<file path="src/rtl/mem_arb_pkg.sv">
// Shared definitions for the DDR2 request arbiter: FSM encoding, field
// positions and bus widths used by the arbiter and its read-tag queue.
package mem_arb_pkg;

    typedef enum logic {
        IDLE  = 1'b0,
        ISSUE = 1'b1
    } arbState_t;

    localparam int OP_READ_BIT = 28;
    localparam int ADDR_W      = 26;
    localparam int DATA_W      = 128;
    localparam int DEST_W      = 4;
    localparam int TAG_W       = DEST_W + 1;

    localparam logic [DEST_W-1:0] DC_DEST = 4'b0;

    // Read-tag word: destination core in the upper bits, display flag in bit 0.
    function automatic logic [TAG_W-1:0] packTag(input logic [DEST_W-1:0] dest,
                                                 input logic isDc);
        packTag = {dest, isDc};
    endfunction

endpackage

</file>
<file path="src/rtl/mem_req_arbiter_tag_fifo.sv">
// In-order read-tag queue: first-word-fall-through FIFO holding one
// {dest, isDC} entry per outstanding read burst.
module mem_tag_fifo
    import mem_arb_pkg::*;
#(
    parameter int DEPTH = 16,
    parameter int AW    = 4
) (
    input  logic             clock,
    input  logic             reset,
    input  logic             push,
    input  logic [TAG_W-1:0] pushData,
    input  logic             pop,
    output logic             full,
    output logic             empty,
    output logic [TAG_W-1:0] headData
);

    logic [TAG_W-1:0] mem_r [DEPTH];
    logic [AW-1:0]    wrPtr_r;
    logic [AW-1:0]    rdPtr_r;
    logic [AW:0]      count_r;
    logic             pushOk_s;
    logic             popOk_s;

    // Pops while empty are dropped; a push at full is accepted only alongside a pop.
    always_comb begin
        popOk_s  = pop & (count_r != {(AW+1){1'b0}});
        pushOk_s = push & (~full | popOk_s);
    end

    // Pointer and occupancy state.
    always_ff @(posedge clock or posedge reset) begin
        if (reset) begin
            wrPtr_r <= {AW{1'b0}};
            rdPtr_r <= {AW{1'b0}};
            count_r <= {(AW+1){1'b0}};
        end else begin
            if (pushOk_s) wrPtr_r <= wrPtr_r + AW'(1);
            if (popOk_s)  rdPtr_r <= rdPtr_r + AW'(1);
            case ({pushOk_s, popOk_s})
                2'b10:   count_r <= count_r + (AW+1)'(1);
                2'b01:   count_r <= count_r - (AW+1)'(1);
                default: count_r <= count_r;
            endcase
        end
    end

    // Tag storage; contents are only observable through a non-empty head.
    always_ff @(posedge clock) begin
        if (pushOk_s) mem_r[wrPtr_r] <= pushData;
    end

    // Flags and gated head word.
    always_comb begin
        full     = (count_r == (AW+1)'(DEPTH));
        empty    = (count_r == {(AW+1){1'b0}});
        headData = empty ? {TAG_W{1'b0}} : mem_r[rdPtr_r];
    end

endmodule

</file>
<file path="src/rtl/mem_req_arbiter.sv">
// Arbitrates DDR2 accesses between the ring memory-op queue and display
// reads, drives the controller AF/WB and tracks read-return ownership.
module mem_req_arbiter
    import mem_arb_pkg::*;
#(
    parameter int DC_MAX_RUN = 4,
    parameter int TAG_DEPTH  = 16,
    parameter int TAG_AW     = 4
) (
    input  logic              clock,
    input  logic              reset,
    input  logic              inhibit,
    input  logic              dcReq,
    input  logic [ADDR_W-1:0] dcAddr,
    output logic              dcAck,
    input  logic              opEmpty,
    input  logic [31:0]       opData,
    input  logic [DEST_W-1:0] opDest,
    output logic              rdOp,
    input  logic              wdEmpty,
    input  logic [DATA_W-1:0] wdData,
    output logic              rdWd,
    input  logic              afFull,
    input  logic              wbFull,
    output logic              wrAF,
    output logic [ADDR_W-1:0] afAddress,
    output logic              afRead,
    output logic              wrWB,
    output logic [DATA_W-1:0] wbData,
    input  logic              rdTag,
    output logic              tagEmpty,
    output logic [DEST_W-1:0] tagDest,
    output logic              tagDC
);

    localparam int RUN_W = $clog2(DC_MAX_RUN + 1);

    arbState_t         state_r, nextState_s;
    logic [RUN_W-1:0]  dcRun_r, nextDcRun_s;
    logic              tagFull_s;
    logic              canGrant_s, opIsRead_s;
    logic              dcElig_s, ringRdElig_s, ringWrElig_s, ringElig_s;
    logic              grantDc_s, grantRing_s;
    logic              wrAF_r, wrWB_r, afRead_r, isDc_r;
    logic [ADDR_W-1:0] afAddress_r;
    logic [DATA_W-1:0] wbData_r;
    logic [DEST_W-1:0] dest_r;
    logic [TAG_W-1:0]  tagHead_s;
    logic              unusedOpBits_s;

    assign unusedOpBits_s = &{1'b0, opData[31:29], opData[27:26]};
    assign opIsRead_s     = opData[OP_READ_BIT];

    // Grant decision and next-state; grants only from IDLE.
    always_comb begin
        nextState_s  = state_r;
        nextDcRun_s  = dcRun_r;
        canGrant_s   = (state_r == IDLE) & ~inhibit & ~afFull;
        dcElig_s     = canGrant_s & dcReq & ~tagFull_s;
        ringRdElig_s = canGrant_s & ~opEmpty & opIsRead_s & ~tagFull_s;
        ringWrElig_s = canGrant_s & ~opEmpty & ~opIsRead_s & ~wdEmpty & ~wbFull;
        ringElig_s   = ringRdElig_s | ringWrElig_s;
        grantRing_s  = ringElig_s & (~dcElig_s | (dcRun_r == RUN_W'(DC_MAX_RUN)));
        grantDc_s    = dcElig_s & ~grantRing_s;
        case (state_r)
            IDLE: begin
                if (grantRing_s) begin
                    nextState_s = ISSUE;
                    nextDcRun_s = {RUN_W{1'b0}};
                end else if (grantDc_s) begin
                    nextState_s = ISSUE;
                    if (ringElig_s && (dcRun_r != RUN_W'(DC_MAX_RUN))) begin
                        nextDcRun_s = dcRun_r + RUN_W'(1);
                    end else if (ringElig_s) begin
                        nextDcRun_s = dcRun_r;
                    end else begin
                        nextDcRun_s = {RUN_W{1'b0}};
                    end
                end else begin
                    nextState_s = IDLE;
                end
            end
            ISSUE:   nextState_s = IDLE;
            default: nextState_s = IDLE;
        endcase
        dcAck = grantDc_s;
        rdOp  = grantRing_s;
        rdWd  = grantRing_s & ~opIsRead_s;
    end

    // FSM state, run counter and the issue-cycle output registers.
    always_ff @(posedge clock or posedge reset) begin
        if (reset) begin
            state_r     <= IDLE;
            dcRun_r     <= {RUN_W{1'b0}};
            wrAF_r      <= 1'b0;
            wrWB_r      <= 1'b0;
            afRead_r    <= 1'b0;
            isDc_r      <= 1'b0;
            afAddress_r <= {ADDR_W{1'b0}};
            wbData_r    <= {DATA_W{1'b0}};
            dest_r      <= {DEST_W{1'b0}};
        end else begin
            state_r <= nextState_s;
            dcRun_r <= nextDcRun_s;
            wrAF_r  <= grantDc_s | grantRing_s;
            wrWB_r  <= grantRing_s & ~opIsRead_s;
            if (grantDc_s) begin
                afAddress_r <= dcAddr;
                afRead_r    <= 1'b1;
                isDc_r      <= 1'b1;
                dest_r      <= DC_DEST;
            end else if (grantRing_s) begin
                afAddress_r <= opData[ADDR_W-1:0];
                afRead_r    <= opIsRead_s;
                isDc_r      <= 1'b0;
                dest_r      <= opDest;
                if (!opIsRead_s) wbData_r <= wdData;
            end
        end
    end

    mem_tag_fifo #(
        .DEPTH (TAG_DEPTH),
        .AW    (TAG_AW)
    ) tagQ (
        .clock    (clock),
        .reset    (reset),
        .push     (wrAF_r & afRead_r),
        .pushData (packTag(dest_r, isDc_r)),
        .pop      (rdTag),
        .full     (tagFull_s),
        .empty    (tagEmpty),
        .headData (tagHead_s)
    );

    assign wrAF      = wrAF_r;
    assign wrWB      = wrWB_r;
    assign afRead    = afRead_r;
    assign afAddress = afAddress_r;
    assign wbData    = wbData_r;
    assign tagDest   = tagHead_s[TAG_W-1:1];
    assign tagDC     = tagHead_s[0];

endmodule

</file>
<file path="config.mk">
export PLATFORM = sky130hd
export DESIGN_NAME = mem_req_arbiter
export DESIGN_NICKNAME = d
export VERILOG_FILES = /design/src/rtl/mem_arb_pkg.sv /design/src/rtl/mem_req_arbiter_tag_fifo.sv /design/src/rtl/mem_req_arbiter.sv
export SDC_FILE = /design/constraint.sdc
export NUM_CORES = 1
export LEC_CHECK = 0
export CORE_MARGIN = 5
export CORE_UTILIZATION = 35
export CTS_CLUSTER_SIZE = 25
export DETAILED_ROUTE_END_ITERATION = 8
export PLACE_DENSITY = 0.73
export SETUP_SLACK_MARGIN = 0.02
export SYNTH_ARGS = -nofsm -noshare
export SYNTH_HDL_FRONTEND = slang
export SYNTH_SLANG_ARGS = --single-unit
</file>
<file path="constraint.sdc">
create_clock -name clock -period 13.6 [get_ports clock]
set_input_delay 2.72 -clock clock [delete_from_list [all_inputs] [get_ports clock]]
set_output_delay 2.72 -clock clock [all_outputs]
set_load 0.1 [all_outputs]
</file>
ff_map.png
(2 px per µm) Other sequential cells in the stronger grey, the rest of the logic in the fainter grey.
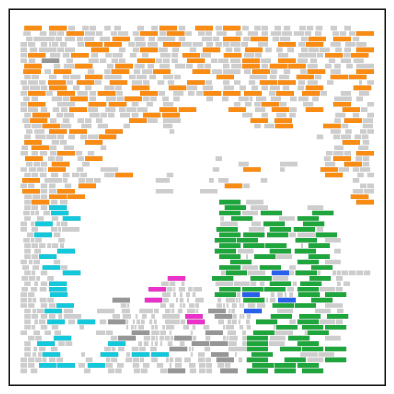
- green: tagQ.mem_r (placed flops 80)
- blue: tagQ.rdPtr_r (placed flops 4)
- orange: wbData (placed flops 128)
- cyan: afAddress (placed flops 26; where lower left)
- magenta: tagQ.count_r (placed flops 5; where bottom centre)

congestion_map.png
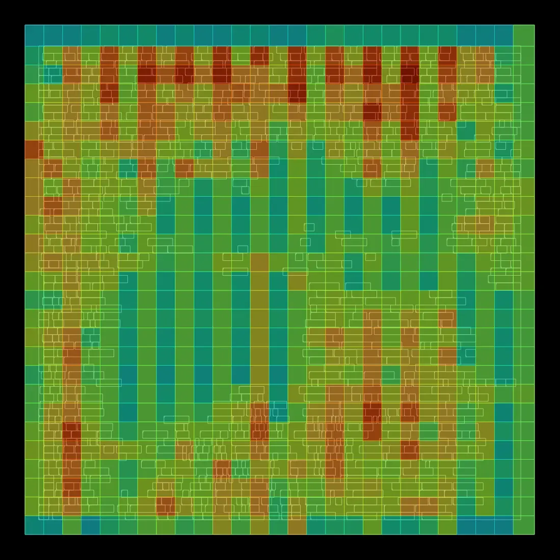
met3 GRT Util: 4.24%
Wirelength per Cell: 20.2 µm

-- sequential cells by signal, indices dropped and copies added, names as in the netlist, 3 cells and up --
register	count
tagQ.count_r	5
afAddress	26
dcRun_r	3
tagQ.rdPtr_r	4
wbData	128
tagQ.wrPtr_r	4
dest_r	4
tagQ.mem_r	80
-- synth_stat cells (3+ instances only) --
cell type / count / area (µm²)
dfrtp_1: 179 / 4480
mux2_4: 109 / 1640
edfxtp_1: 80 / 2400
and3_1: 28 / 175
a221o_1: 26 / 260
mux2_2: 22 / 248
mux4_2: 20 / 450
inv_1: 19 / 71.3
clkbuf_1: 14 / 52.6
buf_12: 11 / 220
ha_1: 11 / 138
mux2i_1: 10 / 100
and2_1: 9 / 56.3
nor2_1: 9 / 33.8
buf_2: 8 / 40.0
nand2_1: 8 / 30.0
o21ai_0: 7 / 35.0
xnor2_1: 7 / 61.3
a21oi_1: 6 / 30.0
a22o_1: 5 / 43.8
o22ai_1: 5 / 31.3
a21o_1: 4 / 30.0
nor4_1: 4 / 25.0
xor2_1: 4 / 35.0
buf_6: 3 / 33.8
nand2b_1: 3 / 18.8
-- power groups by stage --
stage / sequential, mW / combinational (mW) / clock, mW
after floorplan: 2.13 / 0.533 / 0
after global placement: 1.14 / 2.01 / 0
after detailed placement: 1.15 / 2.03 / 0
after CTS: 1.14 / 2.03 / 0.785
after global routing: 1.17 / 2.07 / 0.820
final: 1.14 / 2.01 / 0.762
-- worst register-to-register path, stage by stage, from the launching register on --
cell and delay, ns:
dfrtp_1 0.49, or4_1 0.56, o211ai_2 0.24, nand3b_4 0.70, buf_4 0.76, mux2_4 0.49
==> out/metrics.yaml <==
path_cells: "clkdlybuf4s50_1 -> o21ba_2 -> nor3_2 -> nand3b_4 -> inv_1 -> clkdlybuf4s50_1"
tightestPinTransition_ns: 1.11
pwr_density_cell_mw_per_mm2: 249
syn_avg_cell_area_um2: 17.1
area_growth_pct: 43.2
fin_cells: 1420
rsz0062_at_grt: "no"
crit_path_max_fanout: 44
crit_type: "in2out"
synth_top_flop_cell: "dfrtp_1"
maxCapViolations: 0
yosys_area_mm2: 0.0110
nClkBuffers: 42
r2r_slack_ns: 10.24
nWellTaps: 396
finalPower_mw: 3.91
grt_start_max_net_pins: 64
finalInstanceArea_mm2: 0.0157
seq_share_pct: 43.7
outcome: "completed"
hp-class: "reg2reg"
grt_pass1_vias: 7513
setup_viol: 0
hold_viol: 0
start_kind: "input pin"
fmaxAchievable_mhz: 112
cts_resized: 0
ys_types: 50
internal_power_mw: 2.02
seq_cells: 259
ant_nets: 0
dominant_cells: "registers"
cts_max_path_buffers: 3
synth_async_sr_flop_share_pct: 69.1
crit_end: "rdWd"
comb_cells: 326
switchingPower_mw: 1.90
clk_share_pct: 5.99
layout_setup_ws_ns: 4.69
wl_met2_um: 14500
syn_inst: 641
Power figures rest on the tool's default switching activity, not on a simulated workload.
